Run 1, sequential cells coloured by netlist name:
Scale: 3 px per µm. Other sequential cells in the stronger grey, the rest of the logic in the fainter grey.
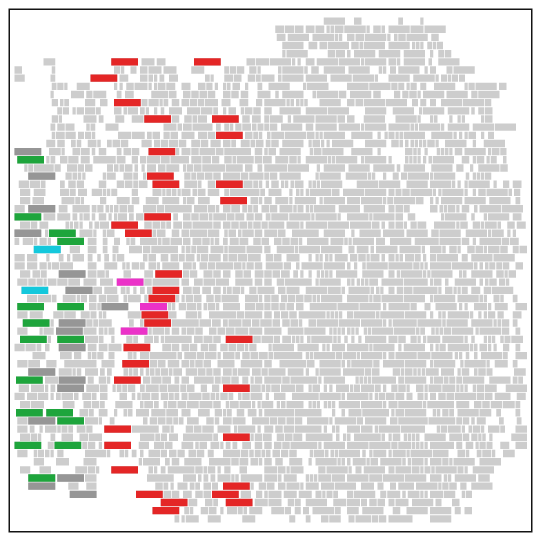
Run 1, PDN straps and rails:
Scale: 2 px per µm. Pins as bars on the die edge.
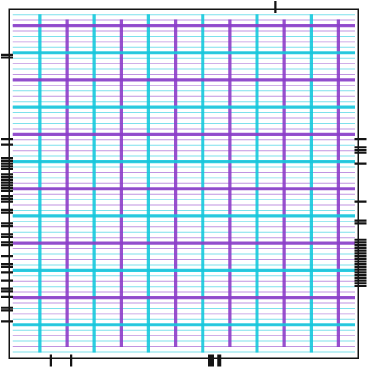
Run 1, routing congestion map:
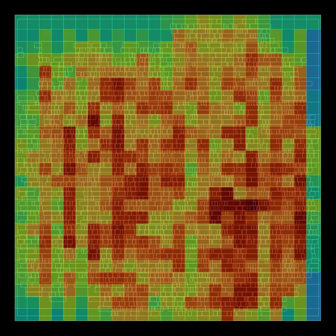
[src/rtl/neuron_stream.sv]
// neuron_stream: one dense-layer neuron for the MNIST accelerator.
//
// This block streams FAN_IN signed fixed-point (weight, activation) pairs over a
// valid/ready handshake. It accumulates their products at full precision, adds the
// bias and rescales by FRAC_W. It then saturates to DATA_W, optionally applies ReLU,
// and holds the result on an output valid/ready handshake.
//
// Build option:
//   NEURON_RELU_EN  defined   -> out_data = max(0, r_sat)  (hidden layers)
//                   undefined -> out_data = r_sat           (output-layer logits)
//
// Parameters:
//   DATA_W  width of weight, activation, bias and result (signed)
//   FRAC_W  fractional bits of the Q format (FRAC_W < DATA_W)
//   FAN_IN  pairs per dot product (>= 1)
//
// Ports:
//   clock      rising-edge clock
//   reset_n    asynchronous active-low reset
//   in_valid   input pair valid
//   in_ready   neuron accepts a pair this cycle (IDLE or ACC)
//   in_head    first pair of a dot product, qualified by the accepted beat
//   in_w       weight
//   in_x       activation
//   in_b       bias, sampled on the head beat only
//   out_valid  out_data holds a result
//   out_ready  consumer takes the result
//   out_data   saturated, post-activation result
//   err        one-cycle pulse after a framing error
module neuron_stream #(
  parameter int unsigned DATA_W = 16,
  parameter int unsigned FRAC_W = 8,
  parameter int unsigned FAN_IN = 4
) (
  input  logic                     clock,
  input  logic                     reset_n,
  input  logic                     in_valid,
  output logic                     in_ready,
  input  logic                     in_head,
  input  logic signed [DATA_W-1:0] in_w,
  input  logic signed [DATA_W-1:0] in_x,
  input  logic signed [DATA_W-1:0] in_b,
  output logic                     out_valid,
  input  logic                     out_ready,
  output logic        [DATA_W-1:0] out_data,
  output logic                     err
);

  localparam int unsigned ACC_W  = 2 * DATA_W + $clog2(FAN_IN) + 1;
  localparam int unsigned CNT_W  = $clog2(FAN_IN + 1);
  localparam int unsigned PROD_W = 2 * DATA_W;
  localparam int unsigned TOP_W  = ACC_W - DATA_W + 1;

  localparam logic [CNT_W-1:0] CntFull = CNT_W'(FAN_IN);
  localparam logic [CNT_W-1:0] CntOne  = CNT_W'(1);

  typedef enum logic [1:0] {
    StIdle,
    StAcc,
    StFin,
    StOut
  } state_e;

  state_e                     state_q, state_d;
  logic signed [ACC_W-1:0]    acc_q, acc_d;
  logic signed [DATA_W-1:0]   bias_q, bias_d;
  logic        [CNT_W-1:0]    cnt_q, cnt_d;
  logic        [DATA_W-1:0]   out_data_q, out_data_d;
  logic                       err_q, err_d;

  logic                       beat;
  logic signed [PROD_W-1:0]   prod;
  logic signed [ACC_W-1:0]    prod_ext;
  logic signed [ACC_W-1:0]    bias_ext;
  logic signed [ACC_W-1:0]    sum;
  logic signed [ACC_W-1:0]    r;
  logic        [TOP_W-1:0]    r_top;
  logic                       r_ovf;
  logic        [DATA_W-1:0]   r_sat;
  logic        [DATA_W-1:0]   act;

  assign in_ready  = (state_q == StIdle) || (state_q == StAcc);
  assign out_valid = (state_q == StOut);
  assign out_data  = out_data_q;
  assign err       = err_q;

  assign beat = in_valid && in_ready;

  // Full-precision signed product, sign-extended into the accumulator width.
  assign prod     = in_w * in_x;
  assign prod_ext = {{(ACC_W - PROD_W){prod[PROD_W-1]}}, prod};

  // Align the bias with the product's 2*FRAC_W fractional bits, then drop FRAC_W
  // of them. The arithmetic shift makes the truncation round toward minus infinity.
  assign bias_ext = {{(ACC_W - DATA_W){bias_q[DATA_W-1]}}, bias_q} <<< FRAC_W;
  assign sum      = acc_q + bias_ext;
  assign r        = sum >>> FRAC_W;

  // r fits in DATA_W only when every bit from the DATA_W-1 sign position upward agrees.
  assign r_top = r[ACC_W-1:DATA_W-1];
  assign r_ovf = !((&r_top) || !(|r_top));

  always_comb begin
    r_sat = r[DATA_W-1:0];
    if (r_ovf) begin
      r_sat = r[ACC_W-1] ? {1'b1, {(DATA_W - 1){1'b0}}} : {1'b0, {(DATA_W - 1){1'b1}}};
    end
  end

`ifdef NEURON_RELU_EN
  assign act = r_sat[DATA_W-1] ? '0 : r_sat;
`else
  assign act = r_sat;
`endif

  // Next-state and datapath control.
  always_comb begin
    state_d    = state_q;
    acc_d      = acc_q;
    bias_d     = bias_q;
    cnt_d      = cnt_q;
    out_data_d = out_data_q;
    err_d      = 1'b0;

    unique case (state_q)
      StIdle, StAcc: begin
        if (beat) begin
          if (in_head) begin
            // A head beat always starts a fresh dot product. A head seen in ACC
            // abandons the partial frame and is flagged.
            acc_d   = prod_ext;
            bias_d  = in_b;
            cnt_d   = CntOne;
            err_d   = (state_q == StAcc);
            state_d = (CntOne == CntFull) ? StFin : StAcc;
          end else if (state_q == StIdle) begin
            // A non-head beat with no frame open is swallowed.
            err_d = 1'b1;
          end else begin
            acc_d   = acc_q + prod_ext;
            cnt_d   = cnt_q + CntOne;
            state_d = (cnt_d == CntFull) ? StFin : StAcc;
          end
        end
      end
      StFin: begin
        out_data_d = act;
        state_d    = StOut;
      end
      StOut: begin
        if (out_ready) begin
          state_d = StIdle;
        end
      end
      default: begin
        state_d = StIdle;
      end
    endcase
  end

  always_ff @(posedge clock or negedge reset_n) begin
    if (!reset_n) begin
      state_q    <= StIdle;
      acc_q      <= '0;
      bias_q     <= '0;
      cnt_q      <= '0;
      out_data_q <= '0;
      err_q      <= 1'b0;
    end else begin
      state_q    <= state_d;
      acc_q      <= acc_d;
      bias_q     <= bias_d;
      cnt_q      <= cnt_d;
      out_data_q <= out_data_d;
      err_q      <= err_d;
    end
  end

endmodule

[config.mk]
export PLATFORM = sky130hd
export DESIGN_NAME = neuron_stream
export DESIGN_NICKNAME = d
export VERILOG_FILES = /design/src/rtl/neuron_stream.sv
export SDC_FILE = /design/constraint.sdc
export NUM_CORES = 1
export LEC_CHECK = 0
export ABC_CLOCK_PERIOD_IN_PS = 5300
export CORE_UTILIZATION = 55
export CTS_BUF_LIST = sky130_fd_sc_hd__clkbuf_2
export DETAILED_ROUTE_END_ITERATION = 16
export PLACE_DENSITY_LB_ADDON = 0.25
export SYNTH_ARGS = -nofsm -noshare
export SYNTH_HDL_FRONTEND = slang
export SYNTH_SLANG_ARGS = --single-unit
[constraint.sdc]
create_clock -name clock -period 5.3 [get_ports clock]
set_clock_uncertainty 0.1 [all_clocks]
set_input_delay 0.53 -clock clock [delete_from_list [all_inputs] [get_ports clock]]
set_output_delay 0.53 -clock clock [all_outputs]
set_load 0.01 [all_outputs]
==> CHANGELOG.md, run 1 <==
### Implementation results

* Total grt overflow at 0
* Layout cells sized above 1 at 0.283
* Outcome: finished with violations
* Fin Hold WS at about 0.42 ns
* FP Core Util at 0.562
* Commonest cells after routing, fill and taps aside: 294 x buf_4, 292 x inv_1, 252 x fa_1
* Post-Syn Area per Cell at between 8 and 9 µm²
* Clock latency on the worst-skew pair at roughly 0.59 ns
* CP Max Fanout at 3
* Placed wire-length estimate at roughly 32000 µm
* # DRC at 0
* Slew HR at 0.338
* Drt first-iter violations at ~910
* Fin. max-slew vios at 0
* Reg2Reg Depth at 14
* Post-Syn Area at between 0.015 and 0.02 mm²
* Failing checks: negative setup slack
* Vias per inst at 5.59
* Final setup violation count at 26
* Yosys cell types at 66
* R2r endpoint: out_data[14]
* Final WS setup at -2.35 ns
* Nets at 2673
* CP Data Required Time at 5.72 ns
* Largest net degree at the start of global routing at 74
* Die X at approximately 170 µm
* Synth warn at 0
* Clk buf depth at 2
* Area reported by Yosys stat at approximately 0.016 mm²
* Hold path depth at 2
* Via count at roughly 15000
* First-pass iteration count of the detailed router at 5
* Post-placement cell area at just under 0.02 mm²
* Yosys reg bits at approximately 73
* CP Capture Point: acc_q[34]
* Tool warning count at 33
* Post-synth seq share at 0.113
* Syn_nets at ~2300
-- 'sequential cells coloured by netlist name' (at the start) --
legend:
  cnt_q:
    colour: magenta
    sequential_cells: 3
  acc_q:
    colour: red
    sequential_cells: 35
  state_q:
    colour: cyan
    sequential_cells: 2
  out_data:
    colour: green
    sequential_cells: 16
sequential share of cell area: 0.0859
Final Util: 0.737

-- 'PDN straps and rails' (at the start) --
legend:
  VSS:
    colour: cyan
  VDD:
    colour: purple
rows: 62
met1 rails: 63
met5 straps: 12
met4 straps: 12
signal pins: 72

-- 'routing congestion map' (at the start) --
busiest layer in global routing: met2
met2 Usage GRT: 0.528
global routing usage on met3: 0.0279
Avg WL per Cell: 17.4 µm
GRT Overall Usage: 0.298

-- run 1: per-stage QoR --
stage / instances / setup slack, ns / setup TNS (ns)
after global placement: 2496 / -3.02 / -64.88
after floorplan: 1843 / -2.23 / -34.32
after global routing: 2598 / -2.53 / -49.37
after detailed placement: 2496 / -3.22 / -68.40
final: 2598 / -2.35 / -45.02
after CTS: 2578 / -2.21 / -40.28
-- run 1: critical path: cells and delay by family --
kind	cells	cell delay (ns)
buf+inv	7	0.59
simple gates	4	0.64
compound gates	14	2.29
mux	1	0.14
xor+xnor	1	0.17
fa+ha+maj	8	3.70
-- run 1: layout make-up --
type	instances	area, µm²
Multi-Input combinational cell	1399	14200
Fill cell	1953	7590
Timing Repair Buffer	416	3490
Sequential cell	73	1830
Inverter	309	1160
Tap cell	384	480
Clock inverter	7	77.6
Clock buffer	9	45.0
Antenna cell	1	2.50
-- run 1: what timing repair did --
item / in CTS / in global routing
endpoints found under the hold margin: 25 / 0
hold buffers: 1 / 0
pin swaps: 93 / 114
setup buffers: 63 / 29
resized: 229 / 109
setup endpoints to repair: 28 / 28
cloned: 7 / 1
-- run 1: layer usage --
layer / vias to the layer above / global-route usage / share of wire
li1: 6661 / - / -
met1: 7223 / 0.387 / 0.42
met2: 521 / 0.528 / 0.50
met3: 112 / 0.0279 / 0.047
met4: 0 / 0.0877 / 0.030
met5: - / 0 / 0
-- run 1: registers in the layout, summed over array words and instances, names as in the netlist --
register / count
acc_q: 35
bias_q: 16
out_data: 16
cnt_q: 3
state_q: 2
err: 1
-- run 1: cell usage after synthesis, types with 11 or more instances --
cell / number / share of area
a211oi_1: 16 / 0.0074
a21o_1: 33 / 0.015
a21oi_1: 86 / 0.027
and2_1: 125 / 0.048
clkbuf_1: 55 / 0.013
dfrtp_1: 73 / 0.11
fa_1: 264 / 0.33
ha_1: 148 / 0.11
inv_1: 309 / 0.072
mux2_2: 18 / 0.013
nand2_1: 194 / 0.045
nand2b_1: 20 / 0.0077
nand3_1: 17 / 0.0052
nor2_1: 111 / 0.026
nor2b_1: 17 / 0.0066
nor3_1: 19 / 0.0059
o211ai_1: 12 / 0.0056
o21a_1: 15 / 0.0069
o21ai_0: 80 / 0.025
o21bai_1: 11 / 0.0051
or3_1: 11 / 0.0042
xnor2_1: 58 / 0.031
xor2_1: 21 / 0.011
-- run 1: kinds of logic after synthesis --
family,count (synthesis),share of synthesized area
DFF,73,0.113
and+or+nand+nor,553,0.165
xor gates and xnor gates,79,0.0427
AOI/OAI and AO/OA,327,0.133
adders and majority gates,412,0.440
muxes,28,0.0187
buffers and inverters,371,0.0874
-- run 1: worst min path at each step --
stage,from,endpoint
floorplan,reset_n,acc_q[0]
global placement,cnt_q[1],cnt_q[1]
detailed placement,cnt_q[1],cnt_q[1]
CTS,in_b[6],bias_q[6]
global route,in_b[1],bias_q[1]
finish,cnt_q[1],cnt_q[1]
--- run 2 (diff from run 1) ---
Settings changed: RECOVER_POWER set to 100.
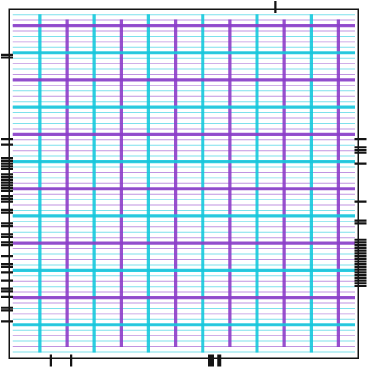
Run 2: PDN straps and rails
Scale: 2 px per µm. Pins as bars on the die edge.
legend:
  VDD:
    colour: purple
  VSS:
    colour: cyan
met4 straps: 12
signal pins: 72
met1 rails: 63
core area: 0.0289 mm²
Die Y: 174 µm
Die X: 174 µm

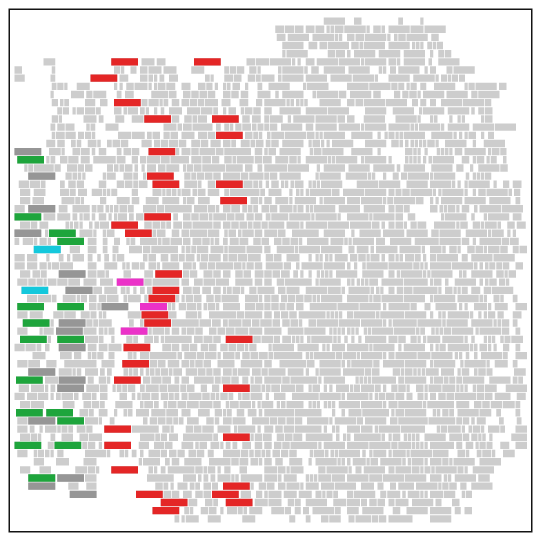
Run 2: sequential cells coloured by netlist name
Scale: 3 px per µm. Other sequential cells in the stronger grey, the rest of the logic in the fainter grey.
legend:
  cnt_q:
    colour: magenta
    sequential_cells: 3
  state_q:
    colour: cyan
    sequential_cells: 2
  acc_q:
    colour: red
    sequential_cells: 35
  out_data:
    colour: green
    sequential_cells: 16

==> CHANGELOG.md, run 2 <==
### Implementation results

* Synth warn at 0 (unchanged)
* Largest register FFs at 35 (unchanged)
* GRT Overall Usage at 0.298 (unchanged)
* Cell accounting for the most synthesized area: fa_1 (unchanged)
* First-pass iteration count of the detailed router at 5 (unchanged)
* Nets at 2673 (unchanged)
* FP Core Util at 0.562 (unchanged)
* Drt first-iter violations at 910 (unchanged)
* Yosys reg bits at 73 (unchanged)
* Placed wire-length estimate at 32400 µm (unchanged)
* Most flop-heavy register: acc_q (unchanged)
* Final setup violation count at 26 (unchanged)
* Area reported by Yosys stat at 0.0162 mm² (unchanged)
* Slew HR at 0.338 (unchanged)
* Outcome: finished with violations (unchanged)
* Commonest cells after routing, fill and taps aside: 294 x buf_4, 292 x inv_1, 252 x fa_1 (unchanged)
* Yosys cell types at 66 (unchanged)
* Vias per inst at 5.59 (unchanged)
* Area contributors post-synth: fa_1 33%, ha_1 11%, dfrtp_1 11%, inv_1 7.2%, and2_1 4.8% (unchanged)
* Via count at 14500 (unchanged)
* Top cells by count: 309 x inv_1, 264 x fa_1, 194 x nand2_1 (unchanged)
* Fin. max-slew vios at 0 (unchanged)
* Final WS setup at -2.35 ns (unchanged)
* Tool warning count at 33 (unchanged)
* Final Util at 0.737 (unchanged)
* Post-Syn Area per Cell at 8.80 µm² (unchanged)
* Top-area cell share at 0.326 (unchanged)
* Total grt overflow at 0 (unchanged)
* Largest net degree at the start of global routing at 74 (unchanged)
* Failing checks: negative setup slack (unchanged)
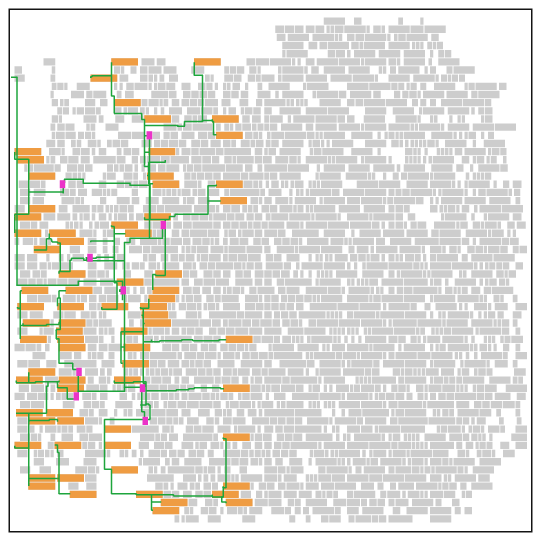
Run 2: clock network drawn from the DEF
Scale: 3 px per µm.
legend:
  flip-flops:
    colour: orange
    count: 73
  clock-net drivers:
    colour: magenta
    count: 9
  clock wires:
    colour: green
    length: 1120 µm
routed clock nets: 10

## run 2: cell counts after synthesis
No cell type changed its count.
## run 2: layout make-up
cell class	instances	area [µm²]	area share
multi-input combinational	1399	14200	0.667
timing repair buffer	416	3490	0.164
sequential	73	1830	0.0859
inverter	309	1160	0.0545
tap	384	480	0.0226
clock inverter	7	77.6	0.00365
clock buffer	9	45.0	0.00212
antenna	1	2.50	0.000118
## run 2: routing by layer
layer	vias to the layer above	routed length [µm]	global-route usage
met5	-	0	0
met2	521	22600	0.528
met1	7223	19200	0.387
met4	0	1370	0.0877
met3	112	2130	0.0279
li1	6661	-	-
## run 2: critical path, delay by kind of cell
family                   cells  cell delay, ns
XOR/XNOR                     1            0.17
multiplexers                 1            0.14
AND/OR/NAND/NOR              4            0.64
buffers and inverters        7            0.59
adder cells (fa/ha/maj)      8            3.70
AND-OR/OR-AND               14            2.29
## run 2: worst paths after layout
| kind | startpoint | endpoint | cells past startpoint |
|---|---|---|---|
| worst max-delay path | in_x[5] | acc_q[34] | 35 |
| min in group asynchronous | reset_n | acc_q[5] | 2 |
| worst max register to register | acc_q[8] | out_data[14] | 14 |
| worst min register to register | cnt_q[1] | cnt_q[1] | 2 |
| max in group asynchronous | reset_n | err | 2 |
| worst min-delay path | cnt_q[1] | cnt_q[1] | 2 |
## run 2: repair_timing
action                                 4_1_cts  5_1_grt
gates resized                              229      109
cloned                                       7        1
hold buffers                                 1        0
pin swaps                                   93      114
setup endpoints to repair                   28       28
endpoints found under the hold margin       25        0
buffers inserted                            63       29
## run 2: logic make-up (layout without fill, tap and decap cells)
kind of cell,after synthesis,after routing,share of synthesized area
other cells,0,1,0
fa+ha+maj,412,412,0.440
mux,28,28,0.0187
buf+inv,371,741,0.0874
simple gates,553,553,0.165
xor+xnor,79,79,0.0427
flops,73,73,0.113
compound gates,327,327,0.133
## run 2: metrics by stage
stage	setup slack (ns)	hold slack, ns	std cells	setup TNS [ns]
2_1_floorplan	-2.23	0.134	1843	-34.32
3_3_place_gp	-3.02	0.358	2496	-64.88
3_5_place_dp	-3.22	0.371	2496	-68.40
4_1_cts	-2.21	0.417	2578	-40.28
5_1_grt	-2.53	0.437	2598	-49.37
6_report	-2.35	0.417	2598	-45.02
